io_fan.png
The bar under the picture is 20 um long.
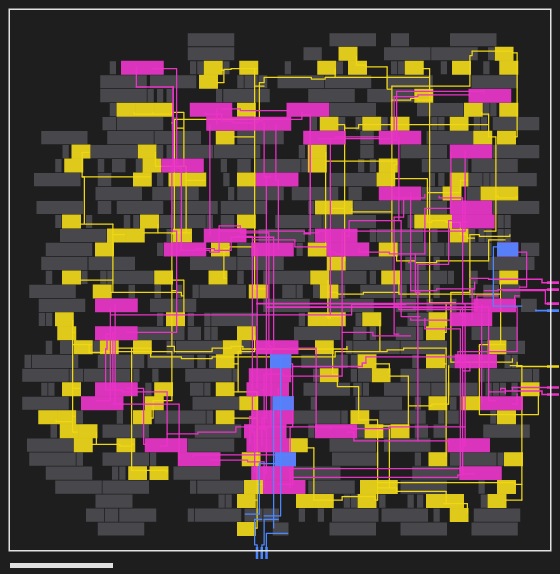
sizes.png
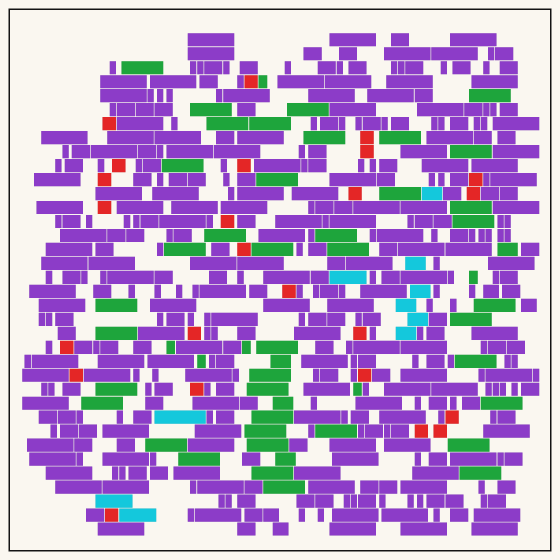
===== config.mk =====
export PLATFORM = sky130hd
export DESIGN_NAME = sym_delay_line
export DESIGN_NICKNAME = d
export VERILOG_FILES = /design/src/rtl/ber_pkg.sv /design/src/rtl/sym_delay_line.sv
export SDC_FILE = /design/constraint.sdc
export NUM_CORES = 1
export LEC_CHECK = 0
export CORE_MARGIN = 2
export CORE_UTILIZATION = 58
export CTS_BUF_LIST = sky130_fd_sc_hd__clkbuf_4
export DETAILED_ROUTE_END_ITERATION = 10
export GPL_TIMING_DRIVEN = 0
export PLACE_DENSITY_LB_ADDON = 0.15
export SETUP_SLACK_MARGIN = 0.4
export SLEW_MARGIN = 20
export SYNTH_ARGS = -nofsm -noshare
export SYNTH_HDL_FRONTEND = slang
export SYNTH_SLANG_ARGS = --single-unit

===== constraint.sdc =====
create_clock -name clk -period 3.4 [get_ports clk]
set_input_delay 0.34 -clock clk [delete_from_list [all_inputs] [get_ports clk]]
set_output_delay 0.34 -clock clk [all_outputs]
set_load 0.03 [all_outputs]

===== src/rtl/ber_pkg.sv =====
// Shared definitions for the 16-QAM PRBS bit-error-rate checker:
// state encoding, default parameters and a 4-bit popcount helper.
package ber_pkg;

    localparam logic [0:0] ST_SEARCH = 1'b0;
    localparam logic [0:0] ST_LOCKED = 1'b1;

    localparam int DEF_MAX_DELAY   = 31;
    localparam int DEF_TRIAL_LEN   = 64;
    localparam int DEF_LOCK_THRESH = 4;
    localparam int DEF_LOSS_THRESH = 32;
    localparam int DEF_WIN_LOG2    = 22;

    function automatic logic [2:0] popcount4(input logic [3:0] v);
        popcount4 = 3'(v[0]) + 3'(v[1]) + 3'(v[2]) + 3'(v[3]);
    endfunction

endpackage


===== src/rtl/sym_delay_line.sv =====
// Reference-symbol delay line: shifts one 4-bit symbol per strobe and
// returns the symbol from 'sel' strobes earlier (sel=0 is the live input).
module sym_delay_line
    import ber_pkg::*;
#(
    parameter int MAX_DELAY = DEF_MAX_DELAY,
    parameter int DW        = $clog2(MAX_DELAY + 1)
) (
    input  logic          clk,
    input  logic          reset,
    input  logic          clear,
    input  logic          sym_ena,
    input  logic [3:0]    din,
    input  logic [DW-1:0] sel,
    output logic [3:0]    dout
);

    localparam int NTAP = 2 ** DW;

    // Tap 0 is the live input; unreachable taps above MAX_DELAY read as 0.
    logic [NTAP-1:0][3:0] w_taps;

    assign w_taps[0] = din;

    genvar gi;
    generate
        for (gi = 0; gi < MAX_DELAY; gi++) begin : g_stage
            logic [3:0] r_stage;

            always_ff @(posedge clk or posedge reset) begin
                if (reset) begin
                    r_stage <= 4'b0;
                end else if (clear) begin
                    r_stage <= 4'b0;
                end else if (sym_ena) begin
                    r_stage <= w_taps[gi];
                end
            end

            assign w_taps[gi+1] = r_stage;
        end

        for (gi = MAX_DELAY + 1; gi < NTAP; gi++) begin : g_pad
            assign w_taps[gi] = 4'b0;
        end
    endgenerate

    assign dout = w_taps[sel];

endmodule


==> Changelog: implementation <==
## Flow update

* Synth warnings at 0
* CTS Buffer Depth at 2
* Num CTS Buffers at 17
* Basic Gates by Area at 7.85%
* Outcome: complete, no violations
* Placer congestion estimate at 0.825
* Max Clock Skew at 0.0114 ns
* Number of global-route vias before repair at 3828
* Worst slew margin at 45.4%
* Die Size at 0.0110 sq mm
* Drt first pass iters at 4
* Max-cap violation count at 0
* Cell count listed in synth_stat.txt at 454
* Overflow after GRT at 0
* Dominant comb cell: multiplexers
* Synth Seq Share at 52.4%
* RSZ-0062 raised after global routing: false
* Yosys aoi share at 0%
* Floorplan core density at 60.1%
* Pins Over Slew Limit at 0
* Top Registers: g_stage.r_stage: 124 flops
* Tcrit/Tclk final at 85.4%
* Top reg by flops: g_stage.r_stage
* Worst path required time at 3.06 ns
* DP Cell Count at 602
* First-pass GRT wire length at 20400 um
* Largest net degree at the start of global routing at 36
* Layout cell share with drive strength beyond 1 at 16.9%
* Die width at 105 um
* Worst Hold Class: in -> async
* VDD IR max at 0.000248 V
* FP Rows at 36
* Synth Instances at 454
* Reg2Reg Capture Point: g_stage[25].r_stage[1]$_DFFE_PP0P_
* Worst-path fanout max at 3
* MUX area fraction at 36.9%
* Post-DP HPWL at 8970 um
* Pin slew with the least headroom to its limit at 0.819 ns
* Port buffer count at 11
* CTS clk-pin slew, worst paths at 0.10 ns
* Nets at 501
* WL per Instance at 19.7 um
* Routed vias/inst at 5.82
* Max FFs per register at 124
* Yosys Chip Area at 0.00593 sq mm
* Later-pin clock latency in the skew report at 0.49 ns
* Cell Area, Synth at 0.00593 sq mm
* Hold buffers post-CTS at 0
* DRT iter0 DRCs at 201
* Antenna viol nets, final at 0
* Total Wirelength at 12400 um
* Core area at 0.00986 sq mm
* Crit path launch type: flop
* Period minus WS final at 2.90 ns
* Area growth, synth to finish at 9.84%
* Final Hold Fails at 0
* Arrival @ worst endpoint at 2.56 ns
* Die Y at 105 um
* Xor/xnor share at 0%
* OpenROAD warning count at 26
* Clk sinks at 124
* Net count after synthesis at 467
* Setup_tns at 0 ns
* Gr usage total at 24.8%
* H-tree levels at 4
* Antenna violations before repair at 0
* Worst r2r src: g_stage[24].r_stage[1]$_DFFE_PP0P_
* Placed cell area at 0.00629 sq mm
* I/O Pins at 17
* Adder Share, Synth at 0%
* Setup-failing EPs final at 0
* Post-route cell area at 0.00651 sq mm
* Distinct cells, synth at 10
* Maximum clock rate at 345 MHz
* Post-layout power at 0.00250 W
* Power per Cell Area at 384 mW/mm^2
* Final antenna diode count at 0
* Registers, synthesis at 124
* Average cell area after synthesis at 13.1 sq um
* Crit path kind: reg -> out
* Critical path capture point type: primary output
* DRC at 0
* P_leak at 3.21 nW
* CTS tree: yes
* Root Driver: clkbuf_4
* R2R setup slack at 2.62 ns
* Worst r2r path cells at 2
* Routed vias at 3674
* Finished Layout Cells at 631
Back to the opening pictures, io_fan.png:
[magenta] sel | bits: 5 | direction: input | edge: right | end cells: 44 | buffers: 11 | wire: 1840 um
[blue] dout | bits: 4 | direction: output | edge: 3 bottom, 1 right | end cells: 4 | buffers: 4 | wire: 119 um
[yellow] sym_ena | bits: 1 | direction: input | edge: right | end cells: 124 | buffers: 14 | wire: 1340 um

Back to the opening pictures, sizes.png:
[cyan] _6 and larger | cells: 10 | share: 2.0%
[purple] _0 and _1 cells | cells: 414 | share: 83%
[green] _2 cells | cells: 50 | share: 10%
[red] _3 and _4 cells | cells: 24 | share: 4.8%

-- synthesized netlist by cell type, drive strengths merged --
master  number  area (sq um)
buf         20           103
dfrtp      124          3100
mux2i      124          1240
mux4        40           901
mux2         4          45.0
clkbuf      17          63.8
nor2       124           465
inv          1          3.75
-- critical path, stage by stage (launching register included) --
cell	delay [ns]
dfrtp_1	0.42
mux4_2	0.50
mux4_2	0.51
mux2_2	0.29
clkdlybuf4s15_1	0.34
-- how the worst max path moves through the flow --
| stage | start | to | depth (start not counted) |
|---|---|---|---|
| 2_1_floorplan | sel[1] | dout[0] | 5 |
| 3_3_place_gp | sel[2] | dout[1] | 6 |
| 3_5_place_dp | sel[2] | dout[1] | 6 |
| 4_1_cts | g_stage[6].r_stage[0]$_DFFE_PP0P_ | dout[0] | 4 |
| 5_1_grt | g_stage[6].r_stage[0]$_DFFE_PP0P_ | dout[0] | 4 |
| 6_report | g_stage[5].r_stage[0]$_DFFE_PP0P_ | dout[0] | 4 |
-- placed cells by master (no fill, tap or decap) --
| cell type | n |
|---|---|
| dfrtp_1 | 124 |
| buf_1 | 10 |
| dlygate4sd2_1 | 4 |
| clkdlybuf4s15_1 | 1 |
| buf_2 | 4 |
| clkbuf_4 | 23 |
| clkinv_2 | 2 |
| clkdlybuf4s50_1 | 6 |
| clkinv_1 | 4 |
| nor2_1 | 124 |
| mux2_2 | 4 |
| clkinvlp_4 | 1 |
| mux4_2 | 40 |
| buf_12 | 3 |
| buf_6 | 6 |
| mux2i_1 | 124 |
| buf_16 | 1 |
| clkbuf_1 | 17 |
-- logic make-up (layout without fill, tap and decap cells) --
group                  after synthesis  in the layout
AND/OR/NAND/NOR                    124            124
flip-flops                         124            124
multiplexers                       168            168
buffers and inverters               38             82
-- per-stage QoR --
step / setup WS [ns] / hold slack [ns] / utilization, %
after floorplan: 1.07 / 0.481 / -
after global placement: -0.389 / 0.501 / 62.9
after detailed placement: -0.426 / 0.508 / 63.8
after CTS: 0.447 / 0.158 / 66.0
after global routing: 0.406 / 0.179 / 66.0
final: 0.498 / 0.186 / 66.0
-- layer usage --
metal / global-route usage [%] / share of wire [%]
met5: 0 / 0
met4: 8.86 / 1.5
met2: 40.2 / 50
met3: 5.36 / 5.4
met1: 33.3 / 43
-- repair_timing --
| item | in CTS | in global routing |
|---|---|---|
| endpoints found under the setup margin | 4 | 1 |
| resized | 20 | 1 |
| setup buffers | 0 | 0 |
-- final cells by class --
class,instances,area (sq um)
plain buffers,37,189
clock buffers,23,173
clock inverters,6,25.0
fillers,714,3360
inverters,1,7.51
multi-input cells,292,2650
flip-flops and latches,124,3100
well taps,133,166
repair buffers,15,193
-- power by group --
group / switching (W) / internal, W
combinational: 0.000140 / 0.0000904
sequential: 0.00000476 / 0.00148
clock: 0.000472 / 0.000314
total: 0.000616 / 0.00188
Power figures rest on the tool's default switching activity, not on a simulated workload.
